Figure 1. Clock wires, drivers and flops (run 1).
Drawn at 1.5 px/micron.
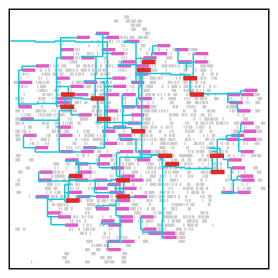
Figure 2. Congestion heat map (run 1).
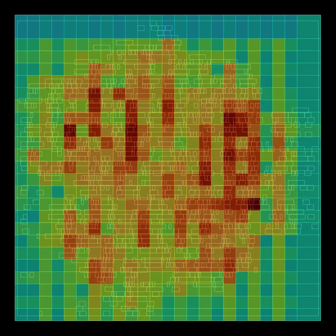
Figure 3. Layout detail (run 1).
Window x 116 to 141, y 116 to 141 microns. Cells in grey, sequential cells in the stronger grey; small squares are vias.
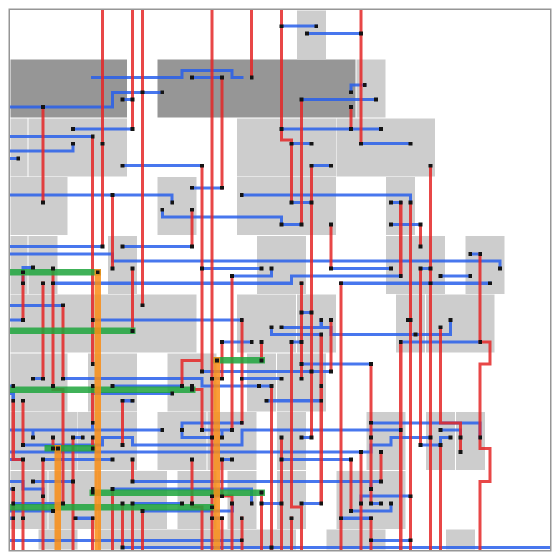
--- config.mk ---
export PLATFORM = sky130hd
export DESIGN_NAME = alu_seq_unit_flat
export DESIGN_NICKNAME = d
export VERILOG_FILES = /design/src/rtl/alu_seq_pkg.sv /design/src/rtl/alu_seq_unit_if.sv /design/src/rtl/alu_iter_core.sv /design/src/rtl/alu_seq_unit.sv /design/src/flat_wrapper.sv
export SDC_FILE = /design/constraint.sdc
export NUM_CORES = 1
export LEC_CHECK = 0
export CAP_MARGIN = 10
export CORE_UTILIZATION = 30
export CTS_CLUSTER_SIZE = 16
export DETAILED_ROUTE_END_ITERATION = 8
export PLACE_DENSITY = 0.56
export SETUP_SLACK_MARGIN = 0.02
export SYNTH_ARGS = -nofsm -noshare
export SYNTH_HDL_FRONTEND = slang
export SYNTH_SLANG_ARGS = --single-unit
--- constraint.sdc ---
create_clock -name clk -period 5.04 [get_ports clk]
set_clock_uncertainty 0.2 [all_clocks]
set_input_delay 0.504 -clock clk [delete_from_list [all_inputs] [get_ports clk]]
set_output_delay 0.504 -clock clk [all_outputs]
set_load 0.05 [all_outputs]
--- src/rtl/alu_seq_pkg.sv ---
// Shared types for the sequential ALU: instruction-class codes, R-type and
// branch selects, the internal operation enum and the control FSM states.
package alu_seq_pkg;

  typedef enum logic [1:0] {
    ALU_S_T = 2'b00,
    ALU_B_T = 2'b01,
    ALU_R_T = 2'b10,
    ALU_I_T = 2'b11
  } alu_op_t;

  typedef enum logic [2:0] {
    F3_ADD = 3'b000,
    F3_SUB = 3'b001,
    F3_SLT = 3'b010,
    F3_MUL = 3'b011,
    F3_XOR = 3'b100,
    F3_SRL = 3'b101,
    F3_OR  = 3'b110,
    F3_AND = 3'b111
  } func3_t;

  typedef enum logic [1:0] {
    BR_EQ = 2'b00,
    BR_NE = 2'b01,
    BR_LT = 2'b10,
    BR_GE = 2'b11
  } branch_t;

  typedef enum logic [2:0] {
    OP_ADD, OP_SUB, OP_SLT, OP_MUL, OP_XOR, OP_SRL, OP_OR, OP_AND
  } int_op_t;

  typedef enum logic [2:0] {
    ST_IDLE, ST_EXEC, ST_MUL, ST_SHR, ST_DONE
  } state_t;

  // Collapse instruction class + func3 + branch select into one internal op.
  // Stores/immediates compute an address-style ADD; branches compare by SUB
  // (equality) or signed SLT (ordering).
  function automatic int_op_t decode_op(input logic [1:0] alu_op,
                                        input logic [2:0] func3,
                                        input logic [1:0] branch_funct);
    int_op_t op;
    op = OP_ADD;
    case (alu_op)
      ALU_B_T: op = (branch_funct == BR_LT || branch_funct == BR_GE) ? OP_SLT : OP_SUB;
      ALU_R_T: begin
        case (func3)
          F3_ADD:  op = OP_ADD;
          F3_SUB:  op = OP_SUB;
          F3_SLT:  op = OP_SLT;
          F3_MUL:  op = OP_MUL;
          F3_XOR:  op = OP_XOR;
          F3_SRL:  op = OP_SRL;
          F3_OR:   op = OP_OR;
          F3_AND:  op = OP_AND;
          default: op = OP_ADD;
        endcase
      end
      default: op = OP_ADD;
    endcase
    return op;
  endfunction

endpackage

--- src/rtl/alu_seq_unit_if.sv ---
// Request/response bundle between the EX-stage control FSM (master) and the
// sequential ALU (slave).
//
// Handshake: start is sampled only while busy is low; a sampled start latches
// alu_op/func3/branch_funct/op_a/op_b and raises busy on the next cycle. busy
// stays high through the single-cycle done pulse. result, zero, branch_taken
// and illegal are valid from the done cycle and hold until the next done.
// start seen while busy is dropped, never queued.
interface alu_seq_unit_if #(
  parameter int XLEN = 16
);
  import alu_seq_pkg::*;

  logic            start;
  logic [1:0]      alu_op;
  logic [2:0]      func3;
  logic [1:0]      branch_funct;
  logic [XLEN-1:0] op_a;
  logic [XLEN-1:0] op_b;
  logic            busy;
  logic            done;
  logic [XLEN-1:0] result;
  logic            zero;
  logic            branch_taken;
  logic            illegal;
  state_t          state_dbg;

  modport master (
    output start, alu_op, func3, branch_funct, op_a, op_b,
    input  busy, done, result, zero, branch_taken, illegal, state_dbg
  );

  modport slave (
    input  start, alu_op, func3, branch_funct, op_a, op_b,
    output busy, done, result, zero, branch_taken, illegal, state_dbg
  );

endinterface

--- src/rtl/alu_iter_core.sv ---
// Iterative engine for MUL (shift-add, one multiplier bit per cycle) and SRL
// (up to SHIFT_STEP bit positions per cycle). Loads on go; fin rises after
// the last iteration and stays high until the next go.
module alu_iter_core #(
  parameter int XLEN       = 16,
  parameter int SHIFT_STEP = 1
) (
  input  logic            clk,
  input  logic            rst,
  input  logic            go,
  input  logic            is_mul,
  input  logic [XLEN-1:0] a,
  input  logic [XLEN-1:0] b,
  output logic            fin,
  output logic [XLEN-1:0] res
);

  localparam int SHW = $clog2(XLEN);
  localparam int CW  = SHW + 1;
  localparam logic [CW-1:0] STEP_C = CW'(SHIFT_STEP);
  localparam logic [CW-1:0] XLEN_C = CW'(XLEN);

  logic            mode_mul;
  logic [XLEN-1:0] acc;
  logic [XLEN-1:0] mcand;
  logic [XLEN-1:0] mplier;
  logic [CW-1:0]   cnt;   // MUL: bits left; SRL: bit positions left
  logic [CW-1:0]   amt;
  logic [CW-1:0]   step;

  assign res = acc;

  // Work retired this cycle; the final SRL step may be partial.
  always_comb begin
    amt = {1'b0, b[SHW-1:0]};
    if (mode_mul) step = {{(CW-1){1'b0}}, 1'b1};
    else          step = (cnt < STEP_C) ? cnt : STEP_C;
  end

  // Load on go, then iterate until the counter drains.
  always_ff @(posedge clk or posedge rst) begin
    if (rst) begin
      mode_mul <= 1'b0;
      acc      <= '0;
      mcand    <= '0;
      mplier   <= '0;
      cnt      <= '0;
      fin      <= 1'b0;
    end else if (go) begin
      mode_mul <= is_mul;
      mcand    <= a;
      mplier   <= b;
      if (is_mul) begin
        acc <= '0;
        cnt <= XLEN_C;
        fin <= 1'b0;
      end else begin
        acc <= a;
        cnt <= amt;
        fin <= (amt == '0);
      end
    end else if (cnt != '0) begin
      if (mode_mul) begin
        if (mplier[0]) acc <= acc + mcand;
        mcand  <= mcand << 1;
        mplier <= mplier >> 1;
      end else begin
        acc <= acc >> step;
      end
      cnt <= cnt - step;
      fin <= (cnt == step);
    end
  end

endmodule

--- src/rtl/alu_seq_unit.sv ---
// Multicycle ALU with built-in operation decode. Single-cycle ops go
// IDLE->EXEC->DONE; MUL and SRL hand off to alu_iter_core and wait for fin.
module alu_seq_unit
  import alu_seq_pkg::*;
#(
  parameter int XLEN       = 16,
  parameter int SHIFT_STEP = 1,
  parameter int MUL_EN     = 1
) (
  input  logic           clk,
  input  logic           rst,
  alu_seq_unit_if.slave  bus
);

  state_t          state, state_next;
  int_op_t         op_dec, op_q;
  logic            is_branch_q;
  logic [1:0]      br_q;
  logic [XLEN-1:0] a_q, b_q;
  logic            accept, core_go, core_fin;
  logic [XLEN-1:0] core_res, exec_res, final_res;
  logic            lt, taken_c, illegal_c;

  assign accept  = (state == ST_IDLE) && bus.start;
  assign op_dec  = decode_op(bus.alu_op, bus.func3, bus.branch_funct);
  assign core_go = accept && ((op_dec == OP_SRL) || ((op_dec == OP_MUL) && (MUL_EN != 0)));

  assign bus.busy      = (state != ST_IDLE);
  assign bus.done      = (state == ST_DONE);
  assign bus.state_dbg = state;

  alu_iter_core #(
    .XLEN       (XLEN),
    .SHIFT_STEP (SHIFT_STEP)
  ) u_iter (
    .clk    (clk),
    .rst    (rst),
    .go     (core_go),
    .is_mul (op_dec == OP_MUL),
    .a      (bus.op_a),
    .b      (bus.op_b),
    .fin    (core_fin),
    .res    (core_res)
  );

  // Latch operands and decode at the accepted start; later input changes are ignored.
  always_ff @(posedge clk or posedge rst) begin
    if (rst) begin
      op_q        <= OP_ADD;
      is_branch_q <= 1'b0;
      br_q        <= 2'b00;
      a_q         <= '0;
      b_q         <= '0;
    end else if (accept) begin
      op_q        <= op_dec;
      is_branch_q <= (bus.alu_op == ALU_B_T);
      br_q        <= bus.branch_funct;
      a_q         <= bus.op_a;
      b_q         <= bus.op_b;
    end
  end

  // FSM state register.
  always_ff @(posedge clk or posedge rst) begin
    if (rst) state <= ST_IDLE;
    else     state <= state_next;
  end

  // FSM next state; a disabled MUL takes the EXEC path and flags illegal.
  always_comb begin
    state_next = state;
    case (state)
      ST_IDLE: begin
        if (accept) begin
          if (op_dec == OP_SRL)                           state_next = ST_SHR;
          else if ((op_dec == OP_MUL) && (MUL_EN != 0))   state_next = ST_MUL;
          else                                            state_next = ST_EXEC;
        end
      end
      ST_EXEC:        state_next = ST_DONE;
      ST_MUL, ST_SHR: if (core_fin) state_next = ST_DONE;
      ST_DONE:        state_next = ST_IDLE;
      default:        state_next = ST_IDLE;
    endcase
  end

  // Single-cycle datapath, branch outcome and result source select.
  always_comb begin
    lt       = $signed(a_q) < $signed(b_q);
    exec_res = '0;
    case (op_q)
      OP_ADD:  exec_res = a_q + b_q;
      OP_SUB:  exec_res = a_q - b_q;
      OP_SLT:  exec_res = {{(XLEN-1){1'b0}}, lt};
      OP_XOR:  exec_res = a_q ^ b_q;
      OP_OR:   exec_res = a_q | b_q;
      OP_AND:  exec_res = a_q & b_q;
      default: exec_res = '0;
    endcase
    taken_c = 1'b0;
    if (is_branch_q) begin
      case (br_q)
        BR_EQ:   taken_c = (a_q == b_q);
        BR_NE:   taken_c = (a_q != b_q);
        BR_LT:   taken_c = lt;
        default: taken_c = !lt;
      endcase
    end
    illegal_c = (op_q == OP_MUL) && (MUL_EN == 0);
    final_res = (state == ST_EXEC) ? exec_res : core_res;
  end

  // Response registers change only on entry to DONE and hold afterwards.
  always_ff @(posedge clk or posedge rst) begin
    if (rst) begin
      bus.result       <= '0;
      bus.zero         <= 1'b0;
      bus.branch_taken <= 1'b0;
      bus.illegal      <= 1'b0;
    end else if (state_next == ST_DONE) begin
      bus.result       <= final_res;
      bus.zero         <= (final_res == '0);
      bus.branch_taken <= taken_c;
      bus.illegal      <= illegal_c;
    end
  end

endmodule

--- src/flat_wrapper.sv ---
// flat-port wrapper written by rule: the top's interface ports become plain ports
module alu_seq_unit_flat import alu_seq_pkg::*;
#(
  parameter int XLEN       = 16,
  parameter int SHIFT_STEP = 1,
  parameter int MUL_EN     = 1
)
  (clk, rst, bus_start, bus_alu_op, bus_func3, bus_branch_funct, bus_op_a, bus_op_b, bus_busy, bus_done, bus_result, bus_zero, bus_branch_taken, bus_illegal, bus_state_dbg);
  alu_seq_unit_if #(.XLEN(XLEN)) bus_i ();
  input  logic clk;
  input  logic rst;
  input wire logic [$bits(bus_i.start)-1:0] bus_start;
  input wire logic [$bits(bus_i.alu_op)-1:0] bus_alu_op;
  input wire logic [$bits(bus_i.func3)-1:0] bus_func3;
  input wire logic [$bits(bus_i.branch_funct)-1:0] bus_branch_funct;
  input wire logic [$bits(bus_i.op_a)-1:0] bus_op_a;
  input wire logic [$bits(bus_i.op_b)-1:0] bus_op_b;
  output wire logic [$bits(bus_i.busy)-1:0] bus_busy;
  output wire logic [$bits(bus_i.done)-1:0] bus_done;
  output wire logic [$bits(bus_i.result)-1:0] bus_result;
  output wire logic [$bits(bus_i.zero)-1:0] bus_zero;
  output wire logic [$bits(bus_i.branch_taken)-1:0] bus_branch_taken;
  output wire logic [$bits(bus_i.illegal)-1:0] bus_illegal;
  output wire logic [$bits(bus_i.state_dbg)-1:0] bus_state_dbg;
  assign bus_i.start = bus_start;
  assign bus_i.alu_op = bus_alu_op;
  assign bus_i.func3 = bus_func3;
  assign bus_i.branch_funct = bus_branch_funct;
  assign bus_i.op_a = bus_op_a;
  assign bus_i.op_b = bus_op_b;
  assign bus_busy = bus_i.busy;
  assign bus_done = bus_i.done;
  assign bus_result = bus_i.result;
  assign bus_zero = bus_i.zero;
  assign bus_branch_taken = bus_i.branch_taken;
  assign bus_illegal = bus_i.illegal;
  assign bus_state_dbg = bus_i.state_dbg;
  alu_seq_unit #(.XLEN(XLEN), .SHIFT_STEP(SHIFT_STEP), .MUL_EN(MUL_EN)) u_core (.clk(clk), .rst(rst), .bus(bus_i));
endmodule
==> out/results.txt, run 1 <==
status = finished clean
die area = 0.0296 sq mm
Fillers = 3002
R2R cell count = 11
Fin. Hold Viols = 0
slowest CP cell = a311oi_1
Nets = 1242
hold endpoint = u_core.bus.result[1]
RSZ-0062 raised after global routing = no
inverter count = 64
seq pwr = 0.00181 W
Top cell excl fill/tap = nand2_1
Max Clock Freq = 0.273 GHz
flip-flops with a built-in enable = 0
combinational share of cell area = 0.522
Top Metal Used = met4
fraction of area in registers = 0.280
ant diodes = 0
Hold Startpoint = u_core.bus.result[1]
Synth area leader = dfrtp_1
Net Switching = 0.00402 W
vias in the first global route = 7671
initial antenna violation count = 0
clock network area share = 0.0559
gpl congestion = 0.955
biggest area cells = dfrtp_1 33%, ha_1 11%, nand2_1 8.0%, nor2_1 4.8%, o21ai_0 4.3%
Adder-Cell Fraction of Synth Area = 0.118
routing usage on met1 = 0.273
Mapped Area = 0.00866 sq mm
Clk. pwr = 0.00118 W
final instance area = 0.0102 sq mm
Top cells excl fill/tap = 184 x nand2_1, 114 x dfrtp_1, 111 x nor2_1
comb area leader = AND-OR/OR-AND gates
chip area in the Yosys report = 0.00866 sq mm
Setup crit start kind = flip-flop
Worst Setup SP = u_core.b_q[4]
Num CTS Buffers = 17
peak supply drop = 0.233 mV
crit path DRT = 5.17 ns
flop2flop setup slack = 1.38 ns
maximum number of pins on one net before global-route repair = 61
Worst Path Max Fanout = 14
Multi-In Gates = 848
Post-Synth XOR/XNOR Area = 0.0222
Power, Total = 0.00798 W
sw frac = 0.503
Clk pwr share = 0.148
Stages on worst setup path = 11
Final HPWL DP = 21.7 mm
final worst slack = 1.38 ns
Worst R2R Start = u_core.b_q[4]
Initial Utilization = 0.308
met3 wire length = 1.93 mm
GRT busiest layer = met2
Hold-fix buffers, CTS = 0
Via density = 5.41
DRC = 0
core footprint = 0.0281 sq mm
Comb pwr share = 0.626
Cell Count, Final, Fillers Out = 1512
final period utilization = 0.726
met2 WL = 12.7 mm
Top class by area = logic gates
Via Count = 8177
placed cell area = 0.00962 sq mm
first-pass GRT wire length = 44.0 mm
MaxCap Viol Count = 0
syn avg cell area = 7.99 sq um
most frequent cells after synthesis = 184 x nand2_1, 114 x dfrtp_1, 111 x nor2_1, 75 x ha_1, 75 x o21ai_0
Gate Count Post-Synth = 1085
clk buf depth = 2
Notes on Figure 1 above:
[cyan] clock wires | length: 1880 microns
[magenta] flip-flops | count: 114
[red] clock drivers | count: 17
routed clock nets: 18
flops lie: spread over the die

Notes on Figure 2 above:
final core utilization: 0.363
Global Route Usage Sum: 0.197
met3 Track Usage GR: 0.0323
met2 usage: 0.310
DR WL/cell: 18.7 microns

Notes on Figure 3 above:
| colour | layer |
|---|---|
| orange | metal 4 |
| blue | metal 1 |
| red | metal 2 |
| green | metal 3 |
netlist names of flops here include: `u_core.a_q` (2)
cells with their middle in the window: 42
most frequent: inv_1 (5), nor2_1 (5), ha_1 (4)
sequential cells in the window: 2

Figure 4. Gate families picked out (run 1).
Drawn at 1.5 px/micron.
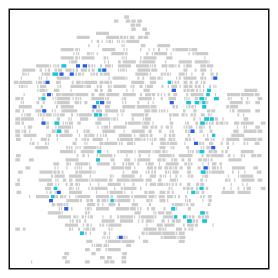

## Run 2: what changed since run 1
--- a/config.mk
+++ b/config.mk
@@ -9,7 +9,7 @@
 export CORE_UTILIZATION = 30
 export CTS_CLUSTER_SIZE = 16
 export DETAILED_ROUTE_END_ITERATION = 8
-export PLACE_DENSITY = 0.56
+export PLACE_DENSITY = 0.57
 export SETUP_SLACK_MARGIN = 0.02
 export SYNTH_ARGS = -nofsm -noshare
 export SYNTH_HDL_FRONTEND = slang
==> constraint.sdc (replaced) <==
create_clock -name clk -period 3.1 [get_ports clk]
set_clock_uncertainty 0.2 [all_clocks]
set_input_delay 0.31 -clock clk [delete_from_list [all_inputs] [get_ports clk]]
set_output_delay 0.31 -clock clk [all_outputs]
set_load 0.05 [all_outputs]
Figure 5. Gate families picked out (run 2).
Drawn at 1.5 px/micron.
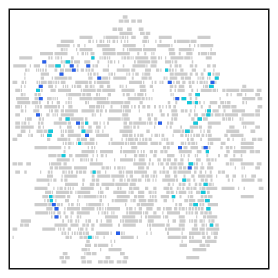
| colour | family | cells | most used |
|---|---|---|---|
| cyan | AND-OR and OR-AND gates | 38 | a21o_1 |
| blue | XOR/XNOR gates | 22 | xnor2_1 |

Figure 6. Clock wires, drivers and flops (run 2).
Drawn at 1.5 px/micron.
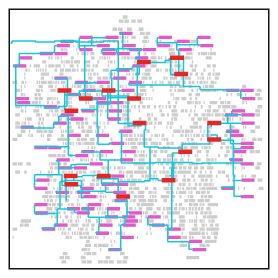
[red] clock drivers | count: 17
[magenta] flip-flops | count: 114
[cyan] clock wires | length: 2050 microns
flops lie: spread over the die
routed clock nets: 18

==> out/results.txt, run 2 <==
syn avg cell area = 7.99 sq um (unchanged)
flop2flop setup slack = 0.006 ns (-1.38 ns)
MaxCap Viol Count = 0 (unchanged)
Critical Path AT = 3.21 ns
first-pass GRT wire length = 47.4 mm (+7.8%)
# IOs = 66
clock network area share = 0.0477 (-0.00818)
yosys simple share = 0.221
biggest area cells = dfrtp_1 33%, ha_1 11%, nand2_1 8.0%, nor2_1 4.8%, o21ai_0 4.3%
Sequential Area = 0.00285 sq mm
Mapped Area = 0.00866 sq mm (unchanged)
Multi-In Gates = 848 (unchanged)
Worst Setup SP = u_core.b_q[0]
registers = 114
DR WL/cell = 18.5 microns (-0.85%)
Area leader share = 0.329
Top cells excl fill/tap = 183 x nand2_1, 143 x buf_4, 113 x dfrtp_1
core footprint = 0.0281 sq mm (unchanged)
status = finished clean
Synth area leader = dfrtp_1
combinational share of cell area = 0.483 (-0.0391)
R2R cell count = 13 (+2)
ant diodes = 0 (unchanged)
Net Switching = 0.00733 W (+83%)
Gate Count Post-Synth = 1085 (unchanged)
Stages on worst setup path = 13 (+2)
Post-DRT Antenna Nets = 0
met3 wire length = 1.94 mm (+0.36%)
crit path DRT = 3.22 ns (-1.95 ns)
seq pwr = 0.00276 W (+52%)
critical path class = flip-flop to flip-flop
flip-flops with a built-in enable = 0 (unchanged)
peak supply drop = 0.383 mV (+64%)
met2 WL = 14.2 mm (+11%)
Via Count = 8728 (+6.7%)
Clk pwr share = 0.124 (-0.024)
Via density = 5.29 (-2.2%)
inverter count = 64 (unchanged)
placed cell area = 0.0107 sq mm (+11%)
Top cell excl fill/tap = nand2_1
Final HPWL DP = 23.4 mm (+8.0%)
clk buf depth = 2 (unchanged)
final worst slack = 0.00638 ns (-1.38 ns)
comb area leader = AND-OR/OR-AND gates
DRC = 0 (unchanged)
Hold-fix buffers, CTS = 0 (unchanged)
Comb pwr share = 0.695 (+0.069)
Top Metal Used = met4
die area = 0.0296 sq mm (unchanged)
sw frac = 0.479 (-0.0236)
vias in the first global route = 8396 (+9.5%)
Setup crit start kind = flip-flop
RSZ-0062 raised after global routing = yes
chip area in the Yosys report = 0.00866 sq mm (unchanged)
final instance area = 0.0116 sq mm (+14%)
final period utilization = 0.998 (+0.272)
Fillers = 2887 (-3.8%)
most frequent cells after synthesis = 184 x nand2_1, 114 x dfrtp_1, 111 x nor2_1, 75 x ha_1, 75 x o21ai_0
Top class by area = logic gates
layout cells sized above 1 = 0.201
die height = 172 microns
Clk. pwr = 0.00190 W (+61%)
Cell Count, Final, Fillers Out = 1651 (+9.2%)
Worst Path Max Fanout = 4 (-10)
GRT busiest layer = met2
Num CTS Buffers = 17 (unchanged)
Nets = 1381 (+11%)
initial antenna violation count = 0 (unchanged)
Initial Utilization = 0.308 (unchanged)
Global Route Usage Sum = 0.213 (+0.0159)
Max Clock Freq = 0.323 GHz (+18%)
maximum number of pins on one net before global-route repair = 115 (+89%)
Pre-antenna DRT Iters = 5
routing usage on met1 = 0.288 (+0.0143)
Worst R2R Start = u_core.b_q[0]
final core utilization = 0.412 (+0.0491)
fraction of area in registers = 0.247 (-0.0333)
Post-Synth XOR/XNOR Area = 0.0222 (unchanged)
Adder-Cell Fraction of Synth Area = 0.118 (unchanged)
met2 usage = 0.345 (+0.0352)
met3 Track Usage GR = 0.0478 (+0.0156)
Fin. Hold Viols = 0 (unchanged)
Power, Total = 0.0153 W (+92%)
gpl congestion = 0.971 (+1.7%)
## Run 3: what changed since run 2
--- a/config.mk
+++ b/config.mk
@@ -7,7 +7,7 @@
 export LEC_CHECK = 0
 export CAP_MARGIN = 10
 export CORE_UTILIZATION = 30
-export CTS_CLUSTER_SIZE = 16
+export CTS_CLUSTER_SIZE = 20
 export DETAILED_ROUTE_END_ITERATION = 8
 export PLACE_DENSITY = 0.57
 export SETUP_SLACK_MARGIN = 0.02
Figure 7. M1 wires (run 3).
Drawn at 1.5 px/micron.
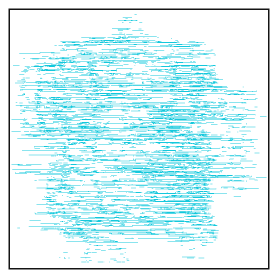
main direction: horizontal
share of all routed wire: 46%

Figure 8. Clock wires, drivers and flops (run 3).
Drawn at 1.5 px/micron.
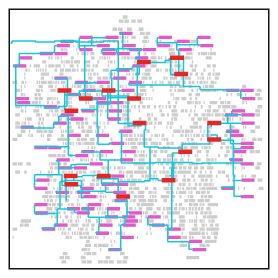
Clk pwr share: 0.124
Clk. pwr: 0.00190 W
worst skew pair latency: 0.43 ns

==> out/results.txt, run 3 <==
first-pass GRT wire length = 47.4 mm (unchanged)
Multi-In Gates = 848 (unchanged)
Top cells excl fill/tap = 183 x nand2_1, 143 x buf_4, 113 x dfrtp_1
fraction of area in registers = 0.247 (unchanged)
comb area leader = AND-OR/OR-AND gates
Cell Count, Final, Fillers Out = 1651 (unchanged)
final core utilization = 0.412 (unchanged)
chip area in the Yosys report = 0.00866 sq mm (unchanged)
Fillers = 2887 (unchanged)
inverter count = 64 (unchanged)
Area leader share = 0.329 (unchanged)
initial antenna violation count = 0 (unchanged)
biggest area cells = dfrtp_1 33%, ha_1 11%, nand2_1 8.0%, nor2_1 4.8%, o21ai_0 4.3%
Post-Synth XOR/XNOR Area = 0.0222 (unchanged)
final period utilization = 0.998 (unchanged)
combinational share of cell area = 0.483 (unchanged)
Gate Count Post-Synth = 1085 (unchanged)
final instance area = 0.0116 sq mm (unchanged)
# IOs = 66 (unchanged)
Top Metal Used = met4
Mapped Area = 0.00866 sq mm (unchanged)
Initial Utilization = 0.308 (unchanged)
die area = 0.0296 sq mm (unchanged)
most frequent cells after synthesis = 184 x nand2_1, 114 x dfrtp_1, 111 x nor2_1, 75 x ha_1, 75 x o21ai_0
status = finished clean
met3 wire length = 1.94 mm (unchanged)
Power, Total = 0.0153 W (unchanged)
layout cells sized above 1 = 0.201 (unchanged)
Worst Setup SP = u_core.b_q[0]
gpl congestion = 0.971 (unchanged)
GRT busiest layer = met2
Top class by area = logic gates
flop2flop setup slack = 0.006 ns (about the same)
R2R cell count = 13 (unchanged)
Setup crit start kind = flip-flop
Via Count = 8728 (unchanged)
Stages on worst setup path = 13 (unchanged)
clk buf depth = 2 (unchanged)
core footprint = 0.0281 sq mm (unchanged)
Top cell excl fill/tap = nand2_1
Power and IR drop assume default switching activity.
